==> config.mk <==
export PLATFORM = sky130hd
export DESIGN_NAME = mem_access_ctrl
export DESIGN_NICKNAME = d
export VERILOG_FILES = /design/src/rtl/mem_access_ctrl.sv
export SDC_FILE = /design/constraint.sdc
export NUM_CORES = 1
export LEC_CHECK = 0
export ABC_CLOCK_PERIOD_IN_PS = 3900
export CORE_ASPECT_RATIO = 0.75
export CORE_MARGIN = 2
export CORE_UTILIZATION = 41
export CTS_CLUSTER_DIAMETER = 50
export DETAILED_ROUTE_END_ITERATION = 6
export GPL_TIMING_DRIVEN = 0
export MAX_ROUTING_LAYER = met4
export PLACE_DENSITY = 0.81
export SYNTH_ARGS = -nofsm -noshare
export SYNTH_HDL_FRONTEND = slang
export SYNTH_SLANG_ARGS = --single-unit
==> constraint.sdc <==
create_clock -name clk -period 3.9 [get_ports clk]
set_input_delay 0.78 -clock clk [delete_from_list [all_inputs] [get_ports clk]]
set_output_delay 0.78 -clock clk [all_outputs]
set_load 0.005 [all_outputs]
==> src/rtl/mem_access_ctrl.sv <==
// mem_access_ctrl: single-port data-RAM access controller.
//
// Serves CPU loads/stores (LW/LH/LHU/LB/LBU/SW/SH/SB) and, optionally, word
// writes from a UART loader. One access is in flight at a time. Sub-word
// stores run as read-modify-write. Loads are extended and registered into
// cpu_rdata.
//
// Optional feature macro: UART_LOADER_EN. When defined, the UART loader takes
// fixed priority over the CPU. When undefined, uart_* inputs are ignored and
// uart_ack is tied low.
//
// Parameters
//   RD_LAT     data-RAM read latency in cycles (1..4)
//   LDST_WID   width of the cpu_ldst op code (fixed encoding, see Op* below)
// Ports
//   clk, rst               clock, asynchronous active-high reset
//   cpu_req/ldst/addr/wdata CPU request, op code, byte address, store data
//   cpu_rdata/done/stall   extended load result, completion pulse, hold
//   uart_req/addr/wdata    loader word-write request
//   uart_ack               one-cycle write-accepted pulse
//   mem_addr/wdata/we      word-aligned RAM address, write data, write enable
//   mem_rdata              RAM read data
module mem_access_ctrl #(
    parameter int RD_LAT = 1,
    localparam int LDST_WID = 3
) (
    input  logic                clk,
    input  logic                rst,
    input  logic                cpu_req,
    input  logic [LDST_WID-1:0] cpu_ldst,
    input  logic [31:0]         cpu_addr,
    input  logic [31:0]         cpu_wdata,
    output logic [31:0]         cpu_rdata,
    output logic                cpu_done,
    output logic                cpu_stall,
    input  logic                uart_req,
    input  logic [31:0]         uart_addr,
    input  logic [31:0]         uart_wdata,
    output logic                uart_ack,
    output logic [31:0]         mem_addr,
    output logic [31:0]         mem_wdata,
    output logic                mem_we,
    input  logic [31:0]         mem_rdata
);

    localparam logic [LDST_WID-1:0] OpLw  = 3'd0;
    localparam logic [LDST_WID-1:0] OpLh  = 3'd1;
    localparam logic [LDST_WID-1:0] OpLhu = 3'd2;
    localparam logic [LDST_WID-1:0] OpLb  = 3'd3;
    localparam logic [LDST_WID-1:0] OpLbu = 3'd4;
    localparam logic [LDST_WID-1:0] OpSw  = 3'd5;
    localparam logic [LDST_WID-1:0] OpSh  = 3'd6;
    localparam logic [LDST_WID-1:0] OpSb  = 3'd7;

    localparam logic [1:0] LastCnt = 2'(RD_LAT - 1);

    typedef enum logic [1:0] {StIdle, StRead, StWrite, StDone} state_e;

    state_e              r_state;
    state_e              w_next_state;
    logic [1:0]          r_cnt;
    logic [31:0]         r_addr;
    logic [LDST_WID-1:0] r_op;
    logic                r_is_uart;
    logic [31:0]         r_wdata;
    logic [31:0]         r_cpu_rdata;

    logic                w_grant_uart;
    logic                w_rd_last;
    logic                w_rmw;
    logic [7:0]          w_byte;
    logic [15:0]         w_half;
    logic [31:0]         w_load;
    logic [31:0]         w_merge;

`ifdef UART_LOADER_EN
    assign w_grant_uart = uart_req;
`else
    logic w_unused_uart;
    assign w_unused_uart = uart_req;
    assign w_grant_uart  = 1'b0;
`endif

    assign w_rd_last = (r_state == StRead) && (r_cnt == LastCnt);
    assign w_rmw     = (r_op == OpSb) || (r_op == OpSh);

    // State register
    always_ff @(posedge clk or posedge rst) begin
        if (rst) begin
            r_state <= StIdle;
        end else begin
            r_state <= w_next_state;
        end
    end

    // Next-state logic
    always_comb begin
        w_next_state = r_state;
        case (r_state)
            StIdle: begin
                if (w_grant_uart) begin
                    w_next_state = StWrite;
                end else if (cpu_req) begin
                    // Loads and sub-word stores both need the current word first.
                    w_next_state = (cpu_ldst == OpSw) ? StWrite : StRead;
                end
            end
            StRead: begin
                if (w_rd_last) begin
                    w_next_state = w_rmw ? StWrite : StDone;
                end
            end
            StWrite: w_next_state = r_is_uart ? StIdle : StDone;
            StDone:  w_next_state = StIdle;
            default: w_next_state = StIdle;
        endcase
    end

    // Outputs
    always_comb begin
        mem_we    = (r_state == StWrite);
        cpu_done  = (r_state == StDone);
        cpu_stall = cpu_req & ~cpu_done;
`ifdef UART_LOADER_EN
        uart_ack  = (r_state == StWrite) & r_is_uart;
`else
        uart_ack  = 1'b0;
`endif
    end

    assign mem_addr  = {r_addr[31:2], 2'b00};
    assign mem_wdata = r_wdata;
    assign cpu_rdata = r_cpu_rdata;

    // Lane select and extension of the word returned by the RAM
    always_comb begin
        case (r_addr[1:0])
            2'd0:    w_byte = mem_rdata[7:0];
            2'd1:    w_byte = mem_rdata[15:8];
            2'd2:    w_byte = mem_rdata[23:16];
            default: w_byte = mem_rdata[31:24];
        endcase
        w_half = r_addr[1] ? mem_rdata[31:16] : mem_rdata[15:0];
        case (r_op)
            OpLb:    w_load = {{24{w_byte[7]}}, w_byte};
            OpLbu:   w_load = {24'd0, w_byte};
            OpLh:    w_load = {{16{w_half[15]}}, w_half};
            OpLhu:   w_load = {16'd0, w_half};
            default: w_load = mem_rdata;
        endcase
    end

    // Sub-word store merge: r_wdata still holds the CPU store data here
    always_comb begin
        w_merge = mem_rdata;
        if (r_op == OpSb) begin
            case (r_addr[1:0])
                2'd0:    w_merge[7:0]   = r_wdata[7:0];
                2'd1:    w_merge[15:8]  = r_wdata[7:0];
                2'd2:    w_merge[23:16] = r_wdata[7:0];
                default: w_merge[31:24] = r_wdata[7:0];
            endcase
        end else if (r_addr[1]) begin
            w_merge[31:16] = r_wdata[15:0];
        end else begin
            w_merge[15:0] = r_wdata[15:0];
        end
    end

    // Request latching, read-latency counter, result registers
    always_ff @(posedge clk or posedge rst) begin
        if (rst) begin
            r_cnt       <= 2'd0;
            r_addr      <= 32'd0;
            r_op        <= OpLw;
            r_is_uart   <= 1'b0;
            r_wdata     <= 32'd0;
            r_cpu_rdata <= 32'd0;
        end else begin
            case (r_state)
                StIdle: begin
                    if (w_grant_uart || cpu_req) begin
                        r_cnt     <= 2'd0;
                        r_is_uart <= w_grant_uart;
                        if (w_grant_uart) begin
                            r_addr  <= uart_addr;
                            r_wdata <= uart_wdata;
                            r_op    <= OpSw;
                        end else begin
                            r_addr  <= cpu_addr;
                            r_wdata <= cpu_wdata;
                            r_op    <= cpu_ldst;
                        end
                    end
                end
                StRead: begin
                    if (w_rd_last) begin
                        r_cnt <= 2'd0;
                        if (w_rmw) begin
                            r_wdata <= w_merge;
                        end else begin
                            r_cpu_rdata <= w_load;
                        end
                    end else begin
                        r_cnt <= r_cnt + 2'd1;
                    end
                end
                default: ;
            endcase
        end
    end

endmodule
### Floorplan with the power grid

Bar = 50 µm. Pins as bars on the die edge. Tap cells in gray.
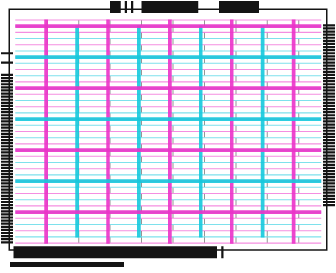
VDD -> cyan
VSS -> magenta
met5 straps = 7
met4 straps = 9
rows = 36
met1 rails = 37

==> results.yml <==
# yosys + openroad results
power:
  comb_power_share_pct: 58.6
  power.share.sequential_pct: 28.4
layout:
  syn_to_final_growth_pct: 45.6
  diodes: 0
drt:
  dr_wl_met2_mm: 8.42
  met1_length_mm: 8.59
  antenna_nets_post_route: 0
  drt_first_pass_iters: 7
  drcViolationCount: 1
  drt-total-wl_mm: 18.9
die:
  core_util_floorplan_pct: 42.4
  dieWidth_um: 139
  coreArea_um2: 13200
placement:
  dpl-instance-area_um2: 7810
  place_congestion: 0.995
  pre_cts_slack_ns: 1.11
clock_network:
  setup_fix_bufs_post_cts: 0
  tritoncts: "built"
logic_synthesis:
  yosys.area_share.xor_xnor_pct: 0.314
  yosys.area.top_type: "dfrtp_1"
  synth.top_cells.by_count: "dfrtp_1 (103), nor2_1 (65), nand2_1 (45), mux2_2 (42), buf_4 (36)"
  mappedNetlistArea_um2: 5580
  syn-instance-count: 548
final_timing:
  finalSetupTns_ns: 0
  slew_headroom_pct: 53.5
setup_path:
  timing.critical_path.max_delay_family: "buffers and inverters"
  timing.critical_path.cells: "clkdlybuf4s50_1, nor2b_1, clkdlybuf4s50_1"
  critPathMaxFanout: 4
hold_path:
  hp-class: "reg -> reg"
outcome:
  outcome: "finished with violations"
  failing_checks: "DRC"
global_route:
  gr-total-overflow: 0
  grtUsageTotal_pct: 26.5
### Placed cells, one color a class

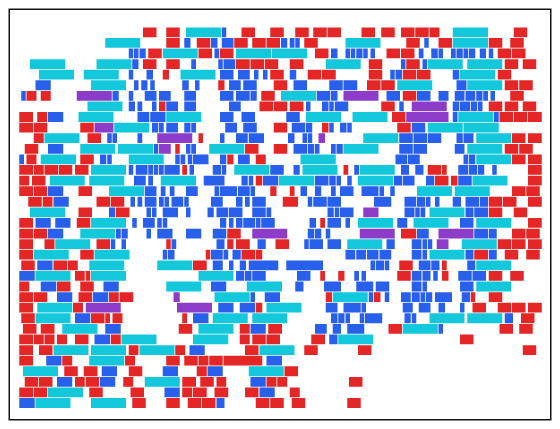
all other logic -> blue  # cells 379
clock drivers and dummy loads -> purple  # cells 16
other buffers and delay cells -> red  # cells 267
flip-flops -> cyan  # cells 103
Post-Route Utilization: 61.7%
sequential share of cell area: 31.8%

Power figures rest on the tool's default switching activity, not on a simulated workload.
